File: config.mk
export PLATFORM = sky130hd
export DESIGN_NAME = pipeline_control_unit
export DESIGN_NICKNAME = d
export VERILOG_FILES = /design/src/rtl/pipeline_control_unit.sv
export SDC_FILE = /design/constraint.sdc
export NUM_CORES = 1
export LEC_CHECK = 0
export ABC_AREA = 1
export CORE_MARGIN = 2
export CORE_UTILIZATION = 48
export DETAILED_ROUTE_END_ITERATION = 8
export GPL_TIMING_DRIVEN = 1
export HOLD_SLACK_MARGIN = 0.02
export PLACE_DENSITY = 0.76
export SYNTH_ARGS = -nofsm -noshare
export SYNTH_HDL_FRONTEND = slang
export SYNTH_SLANG_ARGS = --single-unit
File: constraint.sdc
create_clock -name clk -period 1.75 [get_ports clk]
set_clock_uncertainty 0.05 [all_clocks]
set_input_delay 0.35 -clock clk [delete_from_list [all_inputs] [get_ports clk]]
set_output_delay 0.35 -clock clk [all_outputs]
set_load 0.02 [all_outputs]
File: src/rtl/pipeline_control_unit.sv
`timescale 1ns/1ps
// pipeline_control_unit: central stall/flush sequencer for the 5-stage core.
// Turns load-use, branch, data-memory and halt events into stage enables and bubbles.
module pipeline_control_unit #(
  parameter int MEM_TIMEOUT  = 16,
  parameter int DRAIN_CYCLES = 3,
  parameter int CNT_W        = 16
) (
  input  logic             clk,
  input  logic             reset_n,
  input  logic             load_use_hazard,
  input  logic             branch_taken,
  input  logic             dmem_req,
  input  logic             dmem_ready,
  input  logic             halt_req,
  output logic             pc_en,
  output logic             if_id_en,
  output logic             id_ex_en,
  output logic             ex_mem_en,
  output logic             mem_wb_en,
  output logic             if_id_flush,
  output logic             id_ex_flush,
  output logic             halted,
  output logic             timeout_err,
  output logic [CNT_W-1:0] stall_cycles,
  output logic [CNT_W-1:0] flush_count
);

  localparam int FRZ_W = $clog2(MEM_TIMEOUT + 1);
  localparam int DRN_W = $clog2(DRAIN_CYCLES + 1);

  typedef enum logic [1:0] {RUN, MEM_WAIT, DRAIN, HALTED} state_t;

  // What the pipeline does this cycle, independent of which state got us here.
  typedef enum logic [1:0] {ACT_IDLE, ACT_FROZEN, ACT_RUN, ACT_DRAIN} action_t;

  state_t           state_q, state_d;
  state_t           ret_q, ret_d;
  logic [FRZ_W-1:0] frz_q, frz_d;
  logic [DRN_W-1:0] drain_q, drain_d;
  action_t          act;
  logic             freeze;
  logic             stall_inc;
  logic             flush_inc;
  logic             go_timeout;

  assign freeze = dmem_req && !dmem_ready;

  always_comb begin
    // NOTE: every variable written here gets a default first, so no path can infer a latch.
    state_d     = state_q;
    ret_d       = ret_q;
    frz_d       = frz_q;
    drain_d     = drain_q;
    act         = ACT_IDLE;
    go_timeout  = 1'b0;
    stall_inc   = 1'b0;
    flush_inc   = 1'b0;
    pc_en       = 1'b0;
    if_id_en    = 1'b0;
    id_ex_en    = 1'b0;
    ex_mem_en   = 1'b0;
    mem_wb_en   = 1'b0;
    if_id_flush = 1'b0;
    id_ex_flush = 1'b0;

    case (state_q)
      RUN, DRAIN: begin
        if (freeze) begin
          // The entry cycle is frozen cycle 1; the wait remembers where to resume.
          act     = ACT_FROZEN;
          state_d = MEM_WAIT;
          ret_d   = state_q;
          frz_d   = FRZ_W'(1);
        end else begin
          act = (state_q == DRAIN) ? ACT_DRAIN : ACT_RUN;
        end
      end
      MEM_WAIT: begin
        if (!dmem_ready) begin
          act = ACT_FROZEN;
          if (frz_q == FRZ_W'(MEM_TIMEOUT - 1)) begin
            state_d    = HALTED;
            go_timeout = 1'b1;
          end else begin
            frz_d = frz_q + 1'b1;
          end
        end else begin
          state_d = ret_q;
          act     = (ret_q == DRAIN) ? ACT_DRAIN : ACT_RUN;
        end
      end
      default: act = ACT_IDLE;
    endcase

    case (act)
      ACT_FROZEN: stall_inc = 1'b1;
      ACT_RUN: begin
        if (branch_taken) begin
          {pc_en, if_id_en, id_ex_en, ex_mem_en, mem_wb_en} = 5'b11111;
          if_id_flush = 1'b1;
          id_ex_flush = 1'b1;
          flush_inc   = 1'b1;
        end else if (halt_req) begin
          {if_id_en, id_ex_en, ex_mem_en, mem_wb_en} = 4'b1111;
          if_id_flush = 1'b1;
          state_d     = DRAIN;
          drain_d     = DRN_W'(1);
        end else if (load_use_hazard) begin
          // Hold PC and IF/ID, push one bubble into ID/EX.
          {id_ex_en, ex_mem_en, mem_wb_en} = 3'b111;
          id_ex_flush = 1'b1;
          stall_inc   = 1'b1;
        end else begin
          {pc_en, if_id_en, id_ex_en, ex_mem_en, mem_wb_en} = 5'b11111;
        end
      end
      ACT_DRAIN: begin
        {if_id_en, id_ex_en, ex_mem_en, mem_wb_en} = 4'b1111;
        if_id_flush = 1'b1;
        if (drain_q == DRN_W'(DRAIN_CYCLES)) begin
          state_d = HALTED;
        end else begin
          drain_d = drain_q + 1'b1;
        end
      end
      default: ;
    endcase

    // Enables are combinational, so they must be forced low while reset is held.
    if (!reset_n) begin
      {pc_en, if_id_en, id_ex_en, ex_mem_en, mem_wb_en} = 5'b00000;
      if_id_flush = 1'b0;
      id_ex_flush = 1'b0;
    end
  end

  always_ff @(posedge clk or negedge reset_n) begin
    if (!reset_n) begin
      state_q      <= RUN;
      ret_q        <= RUN;
      frz_q        <= '0;
      drain_q      <= '0;
      halted       <= 1'b0;
      timeout_err  <= 1'b0;
      stall_cycles <= '0;
      flush_count  <= '0;
    end else begin
      // NOTE: non-blocking assignments keep every register sampling pre-edge values.
      state_q <= state_d;
      ret_q   <= ret_d;
      frz_q   <= frz_d;
      drain_q <= drain_d;
      if (state_d == HALTED) halted      <= 1'b1;
      if (go_timeout)        timeout_err <= 1'b1;
      if (stall_inc && (stall_cycles != '1)) stall_cycles <= stall_cycles + 1'b1;
      if (flush_inc && (flush_count != '1))  flush_count  <= flush_count + 1'b1;
    end
  end

endmodule

==> run_results.csv <==
group,metric,value,unit
clock_network,h-tree-depth,2,
status,failed_checks,"negative setup slack",
grt,global_route.usage.met3,0.0489,
grt,global_route.peak_usage_layer,"met2",
timing,timing.hold.ws,179,ps
drt,average_detailed_routed_wire_length_per_instance,15.3,um
timing,timing_max_transition_violations_final,0,
pwr,seq_power,1360,uW
finish,stdcell_area,0.00436,mm2
critical_path,critical_path.reg2reg.endpoint,"frz_q[3]",
clock_network,cts.sinks,45,
status,status,"complete, but fails checks",
flow_run,drv_cap,0,
synthesis,synth-simple-area-share,0.401,
synthesis,register_share_after_synthesis,0.392,
synthesis,ys_warn_count,0,
pwr,power-top-group,"combinational cells",
grt,grt_pass1_wl,14000,um
placed_design,place.gp.congestion,0.849,
placed_design,placed_cell_area,0.00371,mm2
finish,antenna_cells,0,
finish,seqAreaFraction,0.258,
timing,final_critical_path_setup_slack,-647,ps
timing,final_min_period_over_clock_period,1.37,
clock_network,post_cts_hold_buffer_count,1,
clock_network,cts_repair_resize_count,102,
floorplanning,fp-row-count,28,
drt,initialDrtViolationCount,232,
synthesis,synth.top_cells.by_area,"sky130_fd_sc_hd__dfrtp_1 39%, sky130_fd_sc_hd__nand2_1 25%, sky130_fd_sc_hd__inv_1 5.5%, sky130_fd_sc_hd__nor2_1 5.0%, sky130_fd_sc_hd__ha_1 3.5%",
finish,biggestRegsByFlops,"flush_count: 16 flops, stall_cycles: 16 flops, frz_q: 5 flops",
finish,layout.clock_buffers,6,
timing,shortest_clock_period_the_worst_path_allows_after_layout,2400,ps
grt,gr-usage-met1,0.325,
floorplanning,die_area,0.00661,mm2
timing,setup_viol,49,
synthesis,ys_top_logic_family,"simple AND/OR/NAND/NOR gates",
timing,timing_worst_slew_pin_value,534,ps
critical_path,crit_fanout,4,
synthesis,edf_count,0,
pwr,cell_internal_pwr,2450,uW
synthesis,yosys.area.top_type_share,0.392,
clock_network,cts.clk_slew.worst_paths,90,ps
clock_network,clock_latency,310,ps
finish,area_share_clock_buf_inv,0.0256,
synthesis,largest_area_cell,"sky130_fd_sc_hd__dfrtp_1",
synthesis,postSynthRegisterBits,45,
synthesis,synthesis.area,0.00287,mm2
critical_path,endpoint_kind,"output port",
synthesis,post_synth_fa_ha_maj_area_fraction,0.0349,
finish,biggestCellCategory,"multi-input combinational cells",
synthesis,ys_cells,418,
drt,met3_wirelength,507,um
clock_network,tritoncts,"done",
synthesis,synth_top_cell_by_count,"sky130_fd_sc_hd__nand2_1",
floorplanning,fp-utilization,0.491,
grt,global_route.usage.total,0.272,
timing,finalHoldViolCount,0,
synthesis,ys.flop_type,"sky130_fd_sc_hd__dfrtp_1",
drt,wl_met1,3730,um
finish,regArea,0.00113,mm2
drt,drt.antenna.violating_nets,0,
placed_design,placed_cell_count,568,
finish,drive_gt1_frac,0.285,
hold_path,min-delay-path-class,"input port to async pin",
critical_path,worstPathArrival,2000,ps
pwr,p_comb_frac,0.460,
grt,antenna_found_initial,0,
timing,setup_total_negative_slack,-15730,ps
finish,non_clock_buffer_count,120,
synthesis,yosys.cell_types.count,27,
placed_design,place_worst_setup_slack,-1240,ps
pwr,sw_frac,0.395,
critical_path,worstSetupStartpointType,"flop",
finish,buf_share,0.246,
pwr,peakVddDrop,0.000666,V
critical_path,critical_path.startpoint,"state_q[0]",
finish,layout_overhead_on_the_synthesized_area,51.8,%
finish,non_clock_inverter_count,44,
pwr,power_switching,1600,uW
critical_path,r2r_start,"state_q[1]",
-- critical path, cell delays in order (launching register included) --
cell                      delay [ps]
sky130_fd_sc_hd__dfrtp_1         490
sky130_fd_sc_hd__inv_2           130
sky130_fd_sc_hd__nand2_1         160
sky130_fd_sc_hd__o21ai_2         100
sky130_fd_sc_hd__buf_4           160
sky130_fd_sc_hd__ha_4            170
sky130_fd_sc_hd__buf_4           150
sky130_fd_sc_hd__o21a_4          210
sky130_fd_sc_hd__buf_6           120
-- cells in the final DEF (no fill, tap or decap), types with 4 or more instances in the layout --
master / instances
sky130_fd_sc_hd__o21ai_2: 6
sky130_fd_sc_hd__clkdlybuf4s50_1: 4
sky130_fd_sc_hd__nor2_2: 4
sky130_fd_sc_hd__xor2_1: 7
sky130_fd_sc_hd__nand2_1: 175
sky130_fd_sc_hd__nand3_2: 6
sky130_fd_sc_hd__dfrtp_1: 45
sky130_fd_sc_hd__inv_2: 9
sky130_fd_sc_hd__o21ai_0: 7
sky130_fd_sc_hd__dlymetal6s2s_1: 5
sky130_fd_sc_hd__dlygate4sd2_1: 28
sky130_fd_sc_hd__clkbuf_8: 5
sky130_fd_sc_hd__nand2_4: 5
sky130_fd_sc_hd__buf_4: 62
sky130_fd_sc_hd__nor2_4: 8
sky130_fd_sc_hd__inv_1: 32
sky130_fd_sc_hd__ha_1: 6
sky130_fd_sc_hd__o21ai_1: 6
sky130_fd_sc_hd__nand3_1: 13
sky130_fd_sc_hd__xnor2_1: 7
sky130_fd_sc_hd__buf_6: 14
sky130_fd_sc_hd__nor2_1: 33
sky130_fd_sc_hd__nand4_1: 14
sky130_fd_sc_hd__nand2_2: 13
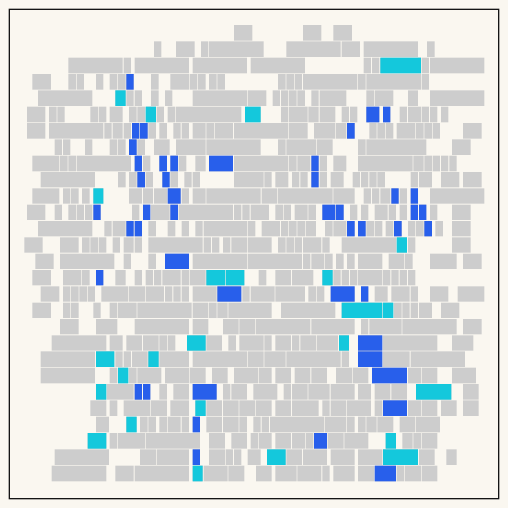
**Above:** gate families picked out.
(6 px per um)
Cyan stands for inverting AOI/OAI gates, cells 25, where spread over the die. Blue stands for NOR gates, cells 47.
non-filler cells in the finished layout: 616
Commonest Layout Cell: sky130_fd_sc_hd__nand2_1
multi-input combinational area share: 0.407

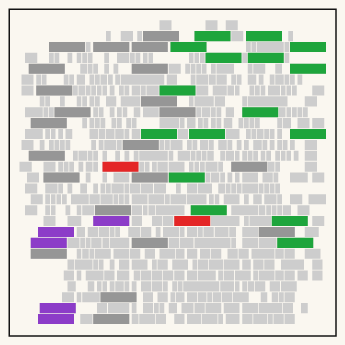
**Above:** sequential cells grouped by signal name.
(4 px per um) Other sequential cells in the stronger grey, the rest of the logic in the fainter grey.
Green stands for flush_count, placed flops 16. Purple stands for frz_q, placed flops 5. Red stands for state_q, placed flops 2.
Another 22 sequential cells are not coloured.

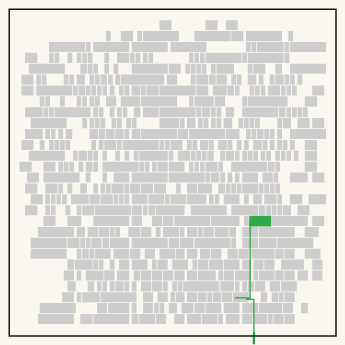
**Above:** port wiring.
(4 px per um)
Green stands for if_id_en, direction output, end cells 1, buffers 1, wire 33.2 um.
PortBufs: 47
number of I/O pins: 48

Power and IR drop assume default switching activity.
